### Placed cells, one colour a class, run 1

Drawn at 6 px/micron.
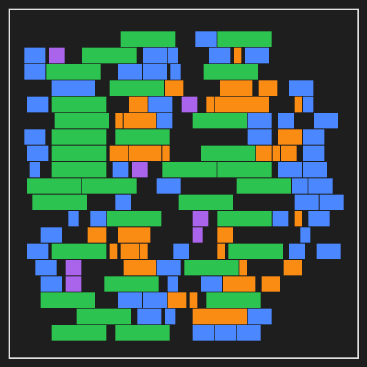
### Wires at chosen ports, followed through buffers, run 1

Drawn at 4 px/micron.
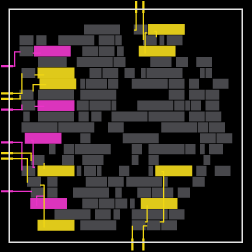
### Cell outlines without signal wires, run 1

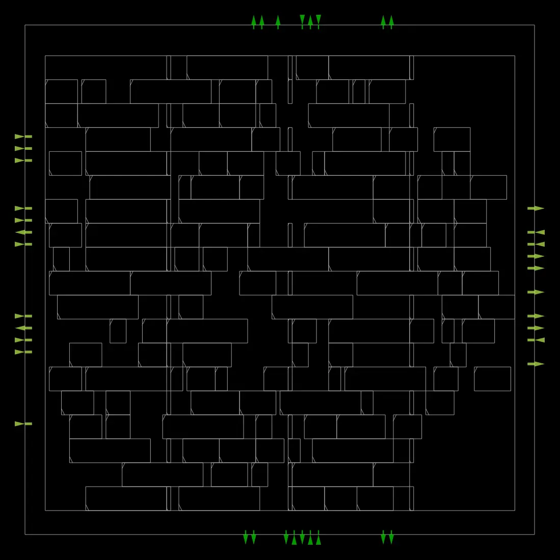
### Signal wires on met1, run 1

Drawn at 8 px/micron. Supply wires on this layer in grey.
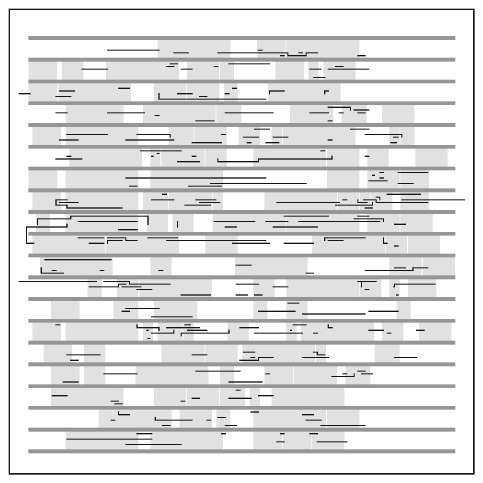
File: config.mk
export PLATFORM = sky130hd
export DESIGN_NAME = multi_edge_detect
export DESIGN_NICKNAME = d
export VERILOG_FILES = /design/src/rtl/edge_detect_pkg.sv /design/src/rtl/edge_detect_channel.sv /design/src/rtl/multi_edge_detect.sv
export SDC_FILE = /design/constraint.sdc
export NUM_CORES = 1
export LEC_CHECK = 0
export CORE_MARGIN = 2
export CORE_UTILIZATION = 42
export CTS_BUF_LIST = sky130_fd_sc_hd__clkbuf_4 sky130_fd_sc_hd__clkbuf_8
export CTS_CLUSTER_SIZE = 12
export DETAILED_ROUTE_END_ITERATION = 10
export PLACE_DENSITY = 0.77
export SETUP_SLACK_MARGIN = 0.2
export SLEW_MARGIN = 20
export SYNTH_ARGS = -nofsm -noshare
export SYNTH_HDL_FRONTEND = slang
export SYNTH_SLANG_ARGS = --single-unit
export TNS_END_PERCENT = 50
File: constraint.sdc
create_clock -name clk -period 1 [get_ports clk]
set_input_delay 0.1 -clock clk [delete_from_list [all_inputs] [get_ports clk]]
set_output_delay 0.1 -clock clk [all_outputs]
set_load 0.01 [all_outputs]
File: src/rtl/edge_detect_pkg.sv
// -----------------------------------------------------------------------------
// edge_detect_pkg
//   Shared types and constants for the multi-channel edge detector.
//   - edge_state_t : per-channel Moore FSM state encoding
//   - MODE_*       : per-channel edge-select codes (bit0 = rise, bit1 = fall)
//   - edge_next    : FSM next-state function, shared so the transition table
//                    lives in exactly one place
// -----------------------------------------------------------------------------
package edge_detect_pkg;

    typedef enum logic [1:0] {
        ZERO = 2'd0,
        RISE = 2'd1,
        ONE  = 2'd2,
        FALL = 2'd3
    } edge_state_t;

    localparam logic [1:0] MODE_OFF  = 2'b00;
    localparam logic [1:0] MODE_RISE = 2'b01;
    localparam logic [1:0] MODE_FALL = 2'b10;
    localparam logic [1:0] MODE_BOTH = 2'b11;

    // RISE and FALL are transient: they always leave after one cycle, so a
    // filtered level that flips every cycle alternates RISE/FALL directly.
    function automatic edge_state_t edge_next(input edge_state_t state,
                                              input logic        filt);
        edge_state_t nxt;
        case (state)
            ZERO:    nxt = filt ? RISE : ZERO;
            RISE:    nxt = filt ? ONE  : FALL;
            ONE:     nxt = filt ? ONE  : FALL;
            FALL:    nxt = filt ? RISE : ZERO;
            default: nxt = ZERO;
        endcase
        return nxt;
    endfunction

endpackage

File: src/rtl/edge_detect_channel.sv
// -----------------------------------------------------------------------------
// edge_detect_channel
//   One channel of the edge detector: synchroniser chain, stability filter,
//   Moore edge FSM, registered mode and sticky pending flag.
// Ports
//   clk        in  clock, all state on posedge
//   reset_n    in  asynchronous active-low reset
//   level      in  raw asynchronous level
//   mode       in  [1:0] edge select: bit0 rise, bit1 fall
//   clr        in  pending clear pulse
//   rise_tick  out one-cycle rising-edge tick (unmasked)
//   fall_tick  out one-cycle falling-edge tick (unmasked)
//   tick       out mode-masked tick
//   level_filt out debounced level
//   pending    out sticky masked-edge flag
// -----------------------------------------------------------------------------
module edge_detect_channel
    import edge_detect_pkg::*;
#(
    parameter int SYNC_STAGES   = 2,
    parameter int FILTER_CYCLES = 1
) (
    input  logic       clk,
    input  logic       reset_n,
    input  logic       level,
    input  logic [1:0] mode,
    input  logic       clr,
    output logic       rise_tick,
    output logic       fall_tick,
    output logic       tick,
    output logic       level_filt,
    output logic       pending
);

    localparam int CNT_W = $clog2(FILTER_CYCLES + 1);
    localparam logic [CNT_W-1:0] CNT_LAST = CNT_W'(FILTER_CYCLES - 1);

    logic [SYNC_STAGES-1:0] sync_reg;
    logic                   filt_reg,    filt_next;
    logic [CNT_W-1:0]       cnt_reg,     cnt_next;
    edge_state_t            state_reg,   state_next;
    logic [1:0]             mode_reg;
    logic                   pending_reg, pending_next;
    logic                   sync_s;

    assign sync_s = sync_reg[SYNC_STAGES-1];

    // Filter: the synced level must disagree with the accepted level for
    // FILTER_CYCLES consecutive cycles before it is taken; any agreement in
    // between restarts the count, so short glitches never reach the FSM.
    always_comb begin
        filt_next = filt_reg;
        cnt_next  = cnt_reg;
        if (sync_s == filt_reg) begin
            cnt_next = '0;
        end else if (cnt_reg == CNT_LAST) begin
            filt_next = sync_s;
            cnt_next  = '0;
        end else begin
            cnt_next = cnt_reg + CNT_W'(1);
        end
    end

    always_comb begin
        state_next = edge_next(state_reg, filt_reg);
    end

    // Outputs decode registered state only.
    assign rise_tick  = (state_reg == RISE);
    assign fall_tick  = (state_reg == FALL);
    assign tick       = (rise_tick & mode_reg[0]) | (fall_tick & mode_reg[1]);
    assign level_filt = filt_reg;
    assign pending    = pending_reg;

    // A new tick beats a simultaneous clear so no event is lost.
    always_comb begin
        pending_next = tick | (pending_reg & ~clr);
    end

    always_ff @(posedge clk or negedge reset_n) begin
        if (!reset_n) begin
            sync_reg    <= '0;
            filt_reg    <= 1'b0;
            cnt_reg     <= '0;
            state_reg   <= ZERO;
            mode_reg    <= MODE_OFF;
            pending_reg <= 1'b0;
        end else begin
            sync_reg    <= {sync_reg[SYNC_STAGES-2:0], level};
            filt_reg    <= filt_next;
            cnt_reg     <= cnt_next;
            state_reg   <= state_next;
            mode_reg    <= mode;
            pending_reg <= pending_next;
        end
    end

endmodule

File: src/rtl/multi_edge_detect.sv
// -----------------------------------------------------------------------------
// multi_edge_detect
//   N_CH independent edge-detector channels plus an interrupt summary.
// Ports
//   clk        in  clock
//   reset_n    in  asynchronous active-low reset
//   level      in  [N_CH-1:0]   raw asynchronous levels
//   mode       in  [2*N_CH-1:0] per channel [2i+1:2i]: 00 off 01 rise 10 fall 11 both
//   clr        in  [N_CH-1:0]   per-channel pending clear
//   rise_tick  out [N_CH-1:0]   unmasked rising ticks
//   fall_tick  out [N_CH-1:0]   unmasked falling ticks
//   tick       out [N_CH-1:0]   mode-masked ticks
//   level_filt out [N_CH-1:0]   debounced levels
//   pending    out [N_CH-1:0]   sticky masked-edge flags
//   irq        out              OR of pending
// -----------------------------------------------------------------------------
module multi_edge_detect
    import edge_detect_pkg::*;
#(
    parameter int N_CH          = 4,
    parameter int SYNC_STAGES   = 2,
    parameter int FILTER_CYCLES = 1
) (
    input  logic              clk,
    input  logic              reset_n,
    input  logic [N_CH-1:0]   level,
    input  logic [2*N_CH-1:0] mode,
    input  logic [N_CH-1:0]   clr,
    output logic [N_CH-1:0]   rise_tick,
    output logic [N_CH-1:0]   fall_tick,
    output logic [N_CH-1:0]   tick,
    output logic [N_CH-1:0]   level_filt,
    output logic [N_CH-1:0]   pending,
    output logic              irq
);

    generate
        for (genvar gi = 0; gi < N_CH; gi++) begin : g_ch
            edge_detect_channel #(
                .SYNC_STAGES  (SYNC_STAGES),
                .FILTER_CYCLES(FILTER_CYCLES)
            ) u_ch (
                .clk       (clk),
                .reset_n   (reset_n),
                .level     (level[gi]),
                .mode      (mode[2*gi +: 2]),
                .clr       (clr[gi]),
                .rise_tick (rise_tick[gi]),
                .fall_tick (fall_tick[gi]),
                .tick      (tick[gi]),
                .level_filt(level_filt[gi]),
                .pending   (pending[gi])
            );
        end
    endgenerate

    // Pending bits are flops, so irq is a pure reduction with no extra stage.
    assign irq = |pending;

endmodule
==> impl_metrics.py, run 1 <==
# Generated from Yosys and OpenROAD reports
metrics = {
    "synth": {
        "aoi_share_pct": 5.44,
        "top_area_cell": "dfrtp_1",
        "async_reset_ff_share_pct": 100,
        "ys_seq_share_pct": 65.6,
        "ys_sh_simple_pct": 0.615,
        "yosys-stat-cells": 89,
        "edf_count": 0,
        "ys_chip_area_sq_um": 1220,
        "flop_cell": "dfrtp_1",
        "netlist_top_cells_count": "32 x dfrtp_1, 20 x buf_4, 12 x inv_1",
        "most_common_cell": "dfrtp_1",
        "xor_share_pct": 2.87,
    },
    "floorplanning": {
        "die_area_sq_um": 3350,
        "num_rows": 19,
        "fp_util_pct": 44.2,
    },
    "sta": {
        "finalMaxSlewViolations": 0,
        "setup_violations": 21,
        "period_used_pct": 148,
        "tightest_slew_ps": 171,
        "setup_ws_ps": -478,
        "grt_setup_unrepaired": "true",
        "hold_viol": 0,
        "finalSetupTns_ps": -4970,
        "worst_hold_slack_ps": 125,
        "skew_ps": 10.7,
    },
    "placement": {
        "place.gp.congestion": 0.695,
        "place_inst": 149,
        "place_area_sq_um": 1620,
        "dpl.hpwl_mm": 1.37,
    },
    "setup_path": {
        "cpPeakStageDelay_ps": 530,
        "path_depth": 2,
        "start_kind": "flip-flop",
        "endpoint_kind": "primary output",
        "critPathKind": "flip-flop to primary output",
        "path_buffers": 1,
        "cp-endpoint": "irq",
        "cp_top_family": "simple AND/OR/NAND/NOR gates",
        "reg2reg_to": "g_ch[3].u_ch.pending",
    },
    "flow_run": {
        "cap_viol_max_count": 0,
    },
    "clock_tree": {
        "post_cts.repair.setup_buffers": 1,
        "clkSlewWorstSetupHoldPaths_ps": 90,
        "clk_path_buf_depth": 2,
        "cts_sinks": 32,
    },
    "final_layout": {
        "n_antenna_cell": 0,
        "fin_util_pct": 62.8,
        "layout.cells.non_filler": 160,
        "ff_latch_area_sq_um": 801,
        "lay_top_count": "dfrtp_1",
        "comb_area_sq_um": 253,
        "nFillCells": 241,
    },
    "global_route": {
        "grt_pass1_wl_mm": 3.13,
        "track_usage_pct": 13.2,
    },
    "worst_hold_path": {
        "holdCritPathClass": "input port to async pin",
    },
    "power": {
        "power_leakage_nw": 0.867,
        "power_mw": 5.02,
    },
    "detailed_routing": {
        "vias": 711,
        "routed_wl_mm": 1.83,
        "routed_via_density": 4.44,
        "drtPass1Iterations": 4,
        "drc_errors": 0,
    },
    "outcome": {
        "failed_checks": "setup timing",
        "status": "complete, but fails checks",
    },
}
Back to the opening pictures, 'Placed cells, one colour a class':
Key: clock drivers and dummy loads = purple [cells 7]; flops = green [cells 32]; other buffers and delay cells = blue [cells 57]; combinational and other logic = orange [cells 33]

Back to the opening pictures, 'Wires at chosen ports, followed through buffers':
Key: `level` = magenta [bits 4, direction input, edge west, end cells 4, buffers 4, wire 39.9 microns]; `mode` = yellow [bits 8, direction input, edge 4 west, 2 south, 2 north, end cells 8, buffers 8, wire 92.9 microns]
num ports: 39
Port-buffer cells: 38

Back to the opening pictures, 'Cell outlines without signal wires':
seq_cells: 32
tap cells: 31
Seq area share: 46.2%

Back to the opening pictures, 'Signal wires on met1':
The layer holds 34% of the routed length. The wires run mostly horizontal.

-- run 1: metal layers --
metal | vias to the layer above | track usage (%) | part of all wire (%)
li1 | 334 | - | -
met1 | 345 | 13.0 | 34
met2 | 27 | 22.4 | 56
met3 | 5 | 6.03 | 7.8
met4 | 0 | 7.97 | 2.8
met5 | - | 0 | 0
-- run 1: report_power, final --
group	switching, mW	internal [mW]
Clock	0.388	0.285
Combinational	0.928	1.63
Sequential	0.193	1.60
-- run 1: final cells by class --
type / count / area share [%]
multi-input cells: 21 / 14.6
clock inverters: 1 / 0.289
well taps: 31 / 2.24
inverters: 12 / 2.60
clock buffers: 6 / 2.60
flip-flops and latches: 32 / 46.2
repair buffers: 57 / 31.5
==> inputs of run 2 (changes only) <==
--- a/config.mk
+++ b/config.mk
@@ -5,15 +5,17 @@
 export SDC_FILE = /design/constraint.sdc
 export NUM_CORES = 1
 export LEC_CHECK = 0
+export ABC_CLOCK_PERIOD_IN_PS = 1000
 export CORE_MARGIN = 2
-export CORE_UTILIZATION = 42
+export CORE_UTILIZATION = 40
 export CTS_BUF_LIST = sky130_fd_sc_hd__clkbuf_4 sky130_fd_sc_hd__clkbuf_8
 export CTS_CLUSTER_SIZE = 12
 export DETAILED_ROUTE_END_ITERATION = 10
-export PLACE_DENSITY = 0.77
+export PLACE_DENSITY = 0.76
 export SETUP_SLACK_MARGIN = 0.2
 export SLEW_MARGIN = 20
 export SYNTH_ARGS = -nofsm -noshare
 export SYNTH_HDL_FRONTEND = slang
+export SYNTH_HIERARCHICAL = 1
 export SYNTH_SLANG_ARGS = --single-unit
 export TNS_END_PERCENT = 50
### Placed cells, one colour a class, run 2

Drawn at 6 px/micron.
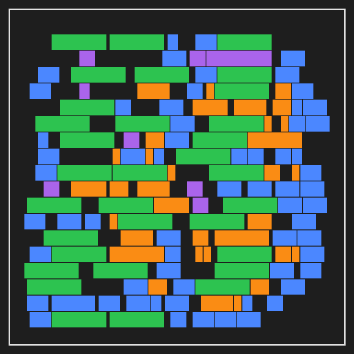
Key: other buffers and delay cells = blue [cells 63]; flops = green [cells 32]; clock drivers and dummy loads = purple [cells 8]; combinational and other logic = orange [cells 33]
# rows: 18
Util after Layout: 74.5%
Design Area, Final: 1860 sq um

==> run 2 against run 1 <==
The run still ends with setup timing left. Via count unchanged. Combinational power increased by 18%. Hold slack got worse by 8.1 ps. Die size decreased by 7.5%. Global-route usage increased by 1.1 points. Area after synthesis decreased by 12%. Synthesized cell count decreased by 22%. Worst setup slack got worse by 2.1 ps. First-iteration DRC count increased to 2.8 times the previous value. Utilization increased by 12 points.
==> impl_metrics.py, run 2 <==
# Generated from Yosys and OpenROAD reports
metrics = {
    "sta": {
        "tightest_slew_ps": 168,
        "finalMaxSlewViolations": 0,
        "period_used_pct": 148,
        "hold_viol": 0,
        "worst_hold_slack_ps": 117,
        "skew_ps": 14.2,
        "setup_ws_ps": -480,
        "setup_violations": 21,
    },
    "setup_path": {
        "endpoint_kind": "primary output",
        "start_kind": "flip-flop",
        "cp-endpoint": "irq",
        "critical_path.slowest_cell": "or4_4",
        "reg2reg_to": "g_ch[2].u_ch/pending",
        "r2r-start": "g_ch[2].u_ch/state_reg[0]",
        "cpPeakStageDelay_ps": 530,
        "critPathKind": "flip-flop to primary output",
    },
    "synth": {
        "async_reset_ff_share_pct": 100,
        "xor_share_pct": 3.28,
        "syn_area_per_cell_sq_um": 15.5,
        "edf_count": 0,
        "ys_seq_share_pct": 74.9,
        "netlist_top_cells_count": "32 x dfrtp_1, 12 x inv_1, 8 x ha_1",
        "most_common_cell": "dfrtp_1",
        "ys_chip_area_sq_um": 1070,
        "aoi_share_pct": 6.09,
        "flop_cell": "dfrtp_1",
        "top_area_cell": "dfrtp_1",
        "yosys-stat-cells": 69,
    },
    "final_layout": {
        "lay_top_count": "dfrtp_1",
        "comb_area_share_pct": 15.2,
        "clk_share_pct": 4.30,
        "ff_latch_area_sq_um": 801,
        "num-nonclk-inverters": 12,
        "nFlopsAndLatches": 32,
        "n_antenna_cell": 0,
        "num-multi-input-gates": 21,
        "comb_area_sq_um": 284,
        "nFillCells": 169,
        "layout.cells.non_filler": 166,
        "num-clock-buffers": 5,
        "seq_share_pct": 43.0,
        "buffers": 63,
        "nonClkBufAreaFrac_pct": 33.0,
        "dominant_cells": "sequential cells",
    },
    "global_route": {
        "track_usage_pct": 14.3,
        "grt_pass1_wl_mm": 3.29,
        "grt_busiest_layer": "met2",
        "met2_usage_pct": 26.4,
        "met3_usage_pct": 5.35,
    },
    "power": {
        "seqPwrFrac_pct": 31.6,
        "p_int_mw": 4.08,
        "power.share.combinational_pct": 52.2,
        "largestPowerGroup": "combinational cells",
        "pg_comb_mw": 3.01,
        "p_clk_share_pct": 16.3,
        "power_leakage_nw": 0.931,
        "powerClk_mw": 0.939,
        "p_switching_mw": 1.69,
        "p_seq_mw": 1.82,
        "power_mw": 5.77,
        "switching_share_pct": 29.3,
    },
    "detailed_routing": {
        "highest_layer": "met4",
        "routed_via_density": 4.28,
        "wl_met2_mm": 1.20,
        "drc_errors": 0,
        "wl_met3_microns": 156,
        "drtPass1Iterations": 3,
        "wl_met1_microns": 670,
    },
    "clock_tree": {
        "clk_path_buf_depth": 2,
        "clkSlewWorstSetupHoldPaths_ps": 100,
        "post_cts.repair.setup_buffers": 5,
        "htree_levels": 2,
        "cts_sinks": 32,
    },
    "placement": {
        "dpl.hpwl_mm": 1.45,
        "place_inst": 148,
        "place.gp.congestion": 0.670,
    },
    "outcome": {
        "status": "complete, but fails checks",
        "failed_checks": "setup timing",
    },
    "floorplanning": {
        "ios": 39,
        "tap_cells": 30,
        "die_area_sq_um": 3100,
    },
    "worst_hold_path": {
        "holdCritPathClass": "input port to async pin",
    },
    "flow_run": {
        "cap_viol_max_count": 0,
    },
}
### Signal wires on met1, run 2

Drawn at 8 px/micron. Supply wires on this layer in grey.
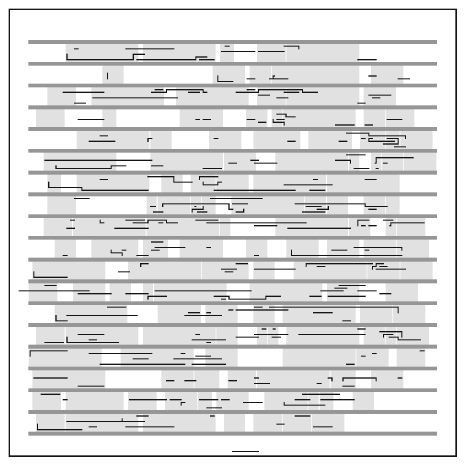
130 nets have wire on it. The wires run mostly horizontal.
DR vias: 711
met1 Usage GRT: 14.1%
total routed wirelength: 2.04 mm

-- run 2: per-stage QoR --
| stage | TNS [ps] | cell area, sq um |
|---|---|---|
| global route | -6930 | 1860 |
| detailed placement | -5120 | 1620 |
| floorplan | -486 | 1090 |
| global placement | -4440 | 1620 |
| CTS | -5260 | 1780 |
| finish | -5480 | 1860 |
-- run 2: critical path: cells and delay by family (launching register included) --
kind	cells	cell delay, ps
flops	1	390
buf+inv	1	130
simple gates	1	530
-- run 2: kinds of logic (layout without fill, tap and decap cells) --
| group | count (synthesis) | in the layout |
|---|---|---|
| DFF | 32 | 32 |
| buffers and inverters | 16 | 83 |
| adders and majority gates | 8 | 8 |
| AOI/OAI and AO/OA | 8 | 8 |
| xor gates and xnor gates | 4 | 4 |
| and+or+nand+nor | 1 | 1 |
Power and IR drop assume default switching activity.
